$ cat src/rtl/hdr_sched_pkg.sv
// Shared types for the HDR pair scheduler: FSM states, per-pair sideband tag
// and the frame counter width.
package hdr_sched_pkg;

  localparam int FRAME_CNT_W = 16;

  typedef enum logic {
    SYNC = 1'b0,
    RUN  = 1'b1
  } state_t;

  typedef struct packed {
    logic valid;
    logic sof;
    logic eol;
  } sideband_t;

endpackage

$ cat src/rtl/hdr_out_fifo.sv
// Synchronous first-word-fall-through FIFO holding merged pixels plus sof/eol.
// The head entry is always visible on rd_data while empty is low.
module hdr_out_fifo #(
  parameter int WIDTH = 10,
  parameter int DEPTH = 16
) (
  input  logic             clk,
  input  logic             rst,
  input  logic             wr_en,
  input  logic [WIDTH-1:0] wr_data,
  input  logic             rd_en,
  output logic [WIDTH-1:0] rd_data,
  output logic             empty,
  output logic             full
);
  localparam int AW = $clog2(DEPTH);

  logic [WIDTH-1:0] mem_q [DEPTH];
  logic [AW:0]      wr_ptr_q, wr_ptr_d;
  logic [AW:0]      rd_ptr_q, rd_ptr_d;
  logic             do_wr, do_rd;

  assign empty = (wr_ptr_q == rd_ptr_q);
  // One extra pointer bit separates the full and empty cases.
  assign full  = (wr_ptr_q[AW] != rd_ptr_q[AW]) &&
                 (wr_ptr_q[AW-1:0] == rd_ptr_q[AW-1:0]);
  assign rd_data = mem_q[rd_ptr_q[AW-1:0]];

  always_comb begin
    do_wr    = wr_en & ~full;
    do_rd    = rd_en & ~empty;
    wr_ptr_d = wr_ptr_q + (AW+1)'(do_wr);
    rd_ptr_d = rd_ptr_q + (AW+1)'(do_rd);
  end

  always_ff @(posedge clk) begin
    if (do_wr) begin
      mem_q[wr_ptr_q[AW-1:0]] <= wr_data;
    end
  end

  always_ff @(posedge clk) begin
    if (rst) begin
      wr_ptr_q <= '0;
      rd_ptr_q <= '0;
    end else begin
      wr_ptr_q <= wr_ptr_d;
      rd_ptr_q <= rd_ptr_d;
    end
  end

endmodule

$ cat src/rtl/hdr_pair_sched.sv
// Aligns the short/long exposure streams, issues pixel pairs into the fixed-latency
// HDR merge pipeline and buffers results under credit control. Optional macro
// HDR_SCHED_BYPASS_EN adds cfg_bypass (exposure-0 pass-through at merge latency).
module hdr_pair_sched
  import hdr_sched_pkg::*;
#(
  parameter int DATA_WIDTH = 8,
  parameter int PIPE_LAT   = 12,
  parameter int FIFO_DEPTH = 16
) (
  input  logic                   clk,
  input  logic                   rst,
`ifdef HDR_SCHED_BYPASS_EN
  input  logic                   cfg_bypass,
`endif
  input  logic [DATA_WIDTH-1:0]  s0_data,
  input  logic                   s0_valid,
  input  logic                   s0_sof,
  input  logic                   s0_eol,
  output logic                   s0_ready,
  input  logic [DATA_WIDTH-1:0]  s1_data,
  input  logic                   s1_valid,
  input  logic                   s1_sof,
  input  logic                   s1_eol,
  output logic                   s1_ready,
  output logic [DATA_WIDTH-1:0]  hdr_data_i0,
  output logic [DATA_WIDTH-1:0]  hdr_data_i1,
  input  logic [DATA_WIDTH-1:0]  hdr_result,
  output logic [DATA_WIDTH-1:0]  m_data,
  output logic                   m_valid,
  output logic                   m_sof,
  output logic                   m_eol,
  input  logic                   m_ready,
  output logic                   sync_err,
  output logic [FRAME_CNT_W-1:0] frame_cnt
);
  localparam int CW = $clog2(FIFO_DEPTH + 1);
  localparam int FW = DATA_WIDTH + 2;

  state_t                 state_q, state_d;
  logic [CW-1:0]          credits_q, credits_d;
  logic [FRAME_CNT_W-1:0] frame_cnt_q, frame_cnt_d;
  logic [DATA_WIDTH-1:0]  hdr0_q, hdr0_d, hdr1_q, hdr1_d;
  logic                   sync_err_q, sync_err_d;
  sideband_t              tag_q [PIPE_LAT+1];
  sideband_t              tag_d [PIPE_LAT+1];
  sideband_t              tag_out;
  logic                   issue, misalign, s0_rdy, s1_rdy, pop;
  logic                   fifo_wr, fifo_empty, fifo_full;
  logic [FW-1:0]          fifo_wdata, fifo_rdata;
  logic [DATA_WIDTH-1:0]  wr_pix;

  // Stage: alignment FSM and issue decision
  always_comb begin
    state_d  = state_q;
    issue    = 1'b0;
    misalign = 1'b0;
    s0_rdy   = 1'b0;
    s1_rdy   = 1'b0;
    case (state_q)
      SYNC: begin
        s0_rdy = s0_valid & ~s0_sof;
        s1_rdy = s1_valid & ~s1_sof;
        if (s0_valid && s1_valid && s0_sof && s1_sof) begin
          state_d = RUN;
        end
      end
      RUN: begin
        if (s0_valid && s1_valid && ((s0_sof != s1_sof) || (s0_eol != s1_eol))) begin
          misalign = 1'b1;
          state_d  = SYNC;
        end else if (s0_valid && s1_valid && (credits_q != '0)) begin
          issue  = 1'b1;
          s0_rdy = 1'b1;
          s1_rdy = 1'b1;
        end
      end
      default: state_d = SYNC;
    endcase
  end

  always_comb begin
    pop       = ~fifo_empty & m_ready;
    credits_d = credits_q;
    if (issue && !pop) begin
      credits_d = credits_q - CW'(1);
    end else if (!issue && pop) begin
      credits_d = credits_q + CW'(1);
    end
    frame_cnt_d = frame_cnt_q + FRAME_CNT_W'(issue & s0_sof);
    hdr0_d      = issue ? s0_data : hdr0_q;
    hdr1_d      = issue ? s1_data : hdr1_q;
    sync_err_d  = misalign;
    tag_d[0]    = '{valid: issue, sof: issue & s0_sof, eol: issue & s0_eol};
    for (int k = 1; k <= PIPE_LAT; k++) begin
      tag_d[k] = tag_q[k-1];
    end
  end

  always_ff @(posedge clk) begin
    if (rst) begin
      state_q     <= SYNC;
      credits_q   <= CW'(FIFO_DEPTH);
      frame_cnt_q <= '0;
      hdr0_q      <= '0;
      hdr1_q      <= '0;
      sync_err_q  <= 1'b0;
      for (int k = 0; k <= PIPE_LAT; k++) begin
        tag_q[k] <= '0;
      end
    end else begin
      state_q     <= state_d;
      credits_q   <= credits_d;
      frame_cnt_q <= frame_cnt_d;
      hdr0_q      <= hdr0_d;
      hdr1_q      <= hdr1_d;
      sync_err_q  <= sync_err_d;
      for (int k = 0; k <= PIPE_LAT; k++) begin
        tag_q[k] <= tag_d[k];
      end
    end
  end

  // Stage: optional exposure-0 bypass line, aligned with the sideband tags
`ifdef HDR_SCHED_BYPASS_EN
  logic [DATA_WIDTH-1:0] byp_data_q [PIPE_LAT+1];
  logic [DATA_WIDTH-1:0] byp_data_d [PIPE_LAT+1];
  logic [PIPE_LAT:0]     byp_sel_q, byp_sel_d;

  always_comb begin
    byp_data_d[0] = s0_data;
    for (int k = 1; k <= PIPE_LAT; k++) begin
      byp_data_d[k] = byp_data_q[k-1];
    end
    byp_sel_d = {byp_sel_q[PIPE_LAT-1:0], issue & cfg_bypass};
  end

  always_ff @(posedge clk) begin
    for (int k = 0; k <= PIPE_LAT; k++) begin
      byp_data_q[k] <= byp_data_d[k];
    end
  end

  always_ff @(posedge clk) begin
    if (rst) begin
      byp_sel_q <= '0;
    end else begin
      byp_sel_q <= byp_sel_d;
    end
  end

  assign wr_pix = byp_sel_q[PIPE_LAT] ? byp_data_q[PIPE_LAT] : hdr_result;
`else
  assign wr_pix = hdr_result;
`endif

  // Stage: result capture and output FIFO
  assign tag_out    = tag_q[PIPE_LAT];
  assign fifo_wr    = tag_out.valid & ~fifo_full;
  assign fifo_wdata = {wr_pix, tag_out.sof, tag_out.eol};

  hdr_out_fifo #(
    .WIDTH (FW),
    .DEPTH (FIFO_DEPTH)
  ) u_out_fifo (
    .clk     (clk),
    .rst     (rst),
    .wr_en   (fifo_wr),
    .wr_data (fifo_wdata),
    .rd_en   (pop),
    .rd_data (fifo_rdata),
    .empty   (fifo_empty),
    .full    (fifo_full)
  );

  assign m_valid     = ~fifo_empty;
  assign m_data      = fifo_rdata[FW-1:2];
  assign m_sof       = fifo_rdata[1] & ~fifo_empty;
  assign m_eol       = fifo_rdata[0] & ~fifo_empty;
  assign s0_ready    = s0_rdy & ~rst;
  assign s1_ready    = s1_rdy & ~rst;
  assign hdr_data_i0 = hdr0_q;
  assign hdr_data_i1 = hdr1_q;
  assign sync_err    = sync_err_q;
  assign frame_cnt   = frame_cnt_q;

endmodule

$ cat config.mk
export PLATFORM = sky130hd
export DESIGN_NAME = hdr_pair_sched
export DESIGN_NICKNAME = d
export VERILOG_FILES = /design/src/rtl/hdr_sched_pkg.sv /design/src/rtl/hdr_out_fifo.sv /design/src/rtl/hdr_pair_sched.sv
export SDC_FILE = /design/constraint.sdc
export NUM_CORES = 1
export LEC_CHECK = 0
export ABC_AREA = 1
export CAP_MARGIN = 25
export CORE_ASPECT_RATIO = 1.75
export CORE_MARGIN = 8
export CORE_UTILIZATION = 50
export CTS_CLUSTER_DIAMETER = 30
export DETAILED_ROUTE_END_ITERATION = 6
export MAX_ROUTING_LAYER = met4
export PLACE_DENSITY = 0.7
export SKIP_CTS_REPAIR_TIMING = 1
export SLEW_MARGIN = 5
export SYNTH_ARGS = -nofsm -noshare
export SYNTH_HDL_FRONTEND = slang
export SYNTH_SLANG_ARGS = --single-unit
$ cat constraint.sdc
create_clock -name clk -period 4 [get_ports clk]
set_input_delay 0.4 -clock clk [delete_from_list [all_inputs] [get_ports clk]]
set_output_delay 0.4 -clock clk [all_outputs]
set_load 0.1 [all_outputs]
Figure 1. Cells by drive strength.
(2 px per um)
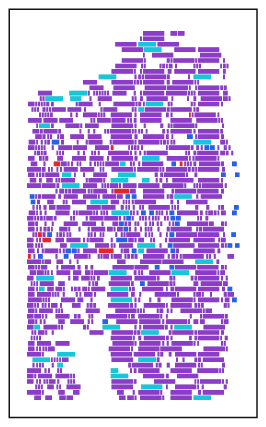
Cyan stands for _6 and larger, cells 43. Blue stands for _3 and _4 cells, cells 42. Red stands for _2 cells, cells 9. Purple stands for _0 and _1 cells, cells 1,041.
number of non-clock buffers in the layout: 101
Area growth, synth to finish: 19.8%
design area: 0.0120 mm^2

Figure 2. M3 wires.
(3 px per um)
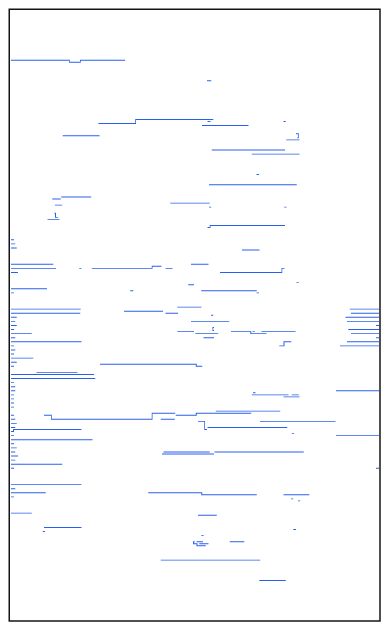
The longest straight run is 33.6 um. The wires run mostly horizontal. 101 nets have wire on it.
via count: 6,988
met3 usage: 0.0321
Total Wirelength: 21,600 um

Figure 3. Routing congestion map.
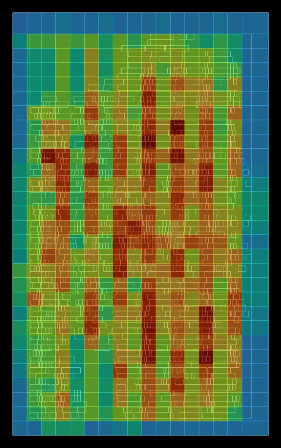
Layout Utilization: 0.609
GRT Max-Usage Layer: met2

Figure 4. Gate-type map.
(2 px per um)
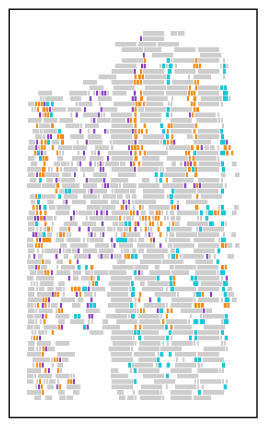
Purple stands for inverters, cells 131. Orange stands for NAND gates, cells 220. Cyan stands for inverting AOI/OAI gates, cells 129, where spread over the die.

-- worst max-delay path, stage by stage, from the launching register on --
cell     delay, ns
dfxtp_2       0.72
buf_4         0.56
nor2_1        0.11
nor2_1        0.10
o21ai_0       0.10
o21ai_1       0.11
nand2_1       0.10
nand2_1       0.11
inv_1         0.05
nand2_1       0.05
buf_4         0.28
-- layer usage --
metal	up-vias	wire [um]	track usage
met4	0	662	0.0778
met3	52	1250	0.0321
met1	3261	8030	0.187
met5	-	0	-
met2	189	11700	0.330
li1	3486	-	-
-- through the flow --
stage / instance area (um^2) / setup slack (ns) / util
after floorplan: 10000 / 1.15 / -
after global placement: 11000 / 0.940 / 0.558
after detailed placement: 11000 / 0.858 / 0.558
after CTS: 12000 / 0.713 / 0.609
after global routing: 12000 / 0.485 / 0.609
final: 12000 / 0.722 / 0.609
==> results.sh <==
# yosys + openroad results
export IMPL_status="finished clean"
export IMPL_cts_tree="done"
export IMPL_postRouteAntennaNets=0
export IMPL_nets=1156
export IMPL_rows=68
export IMPL_r2r_slack_ns=0.88
export IMPL_internal_power_mw=4.31
export IMPL_hold_viol=0
export IMPL_switching_share=0.207
export IMPL_die_w_um=123
export IMPL_wl_per_cell_um=15.7
export IMPL_avgSynthCellArea_um2=9.81
export IMPL_io_buffers=78
export IMPL_critPathRequiredTime_ns=3.60
export IMPL_clk_latency_ns=0.54
export IMPL_fmax_mhz=305
export IMPL_inverters=131
export IMPL_cts_inserted_buffers=29
export IMPL_largest_reg_flops=160
export IMPL_ys_flops=248
export IMPL_mostFrequentLayoutCells="218 x nor2_1, 179 x nand2_1, 160 x edfxtp_1"
export IMPL_whs_ns=0.357
export IMPL_ys_flop_type="edfxtp_1"
export IMPL_arrival_ns=2.88
export IMPL_taps=245
export IMPL_seqCellArea_mm2=0.00657
export IMPL_tightest_slew_ns=1.03
export IMPL_r2r_start="u_out_fifo.rd_ptr_q[0]"
export IMPL_die_area_mm2=0.0250
export IMPL_cts_root_buffer="clkbuf_16"
export IMPL_setup_viol=0
export IMPL_diodes=0
export IMPL_path_clk_slew_ns=0.06
export IMPL_nFlopsAndLatches=248
export IMPL_drt_iter0_drc=424
export IMPL_yosysCellCount=1023
export IMPL_p_clk_frac=0.483
export IMPL_cts_sinks=248
export IMPL_track_usage=0.182
export IMPL_end_kind="output pin"
export IMPL_combPwrFrac=0.018
export IMPL_vdd_ir_drop_max_uv=331
export IMPL_crit_path_start_kind="flop"
export IMPL_total_power_mw=5.44
export IMPL_fin_tns_setup_ns=0
export IMPL_sh_comb_area=0.228
export IMPL_dp_hpwl_um=14200
export IMPL_pg_clk_mw=2.63
export IMPL_syn_nets=1067
export IMPL_maxSlewHeadroom=0.314
export IMPL_htreeDepth=1
export IMPL_comb_power_uw=97.2
export IMPL_synthesis_area_mm2=0.0100
export IMPL_layout_top_cell="nor2_1"
export IMPL_worstHoldEndpoint="frame_cnt[2]"
export IMPL_worstHoldPathCells=4
export IMPL_logic_area_mm2=0.00274
export IMPL_async_reset_ff_frac=0
export IMPL_synth_distinct_cells=30
export IMPL_top_cell_area_share=0.479
export IMPL_layout_cells_non_filler=1380
export IMPL_drtPass1Iterations=6
export IMPL_vias_per_cell=5.06
export IMPL_initCoreUtil=0.508
export IMPL_slew_viol_final=0
export IMPL_synth_most_common_cell="nor2_1"
export IMPL_power_leader="sequential cells"
export IMPL_clkCellAreaFrac=0.0828
export IMPL_clock_skew_ns=0.0124
export IMPL_leakagePower_nw=4.68
export IMPL_yosysWarnings=0
export IMPL_ys_seq_frac=0.654
export IMPL_startpoint="u_out_fifo.rd_ptr_q[0]"
export IMPL_hold_class="in2reg"
export IMPL_rsz0062_at_grt="no"
export IMPL_top_area_cell="edfxtp_1"
export IMPL_gp_congestion=0.819
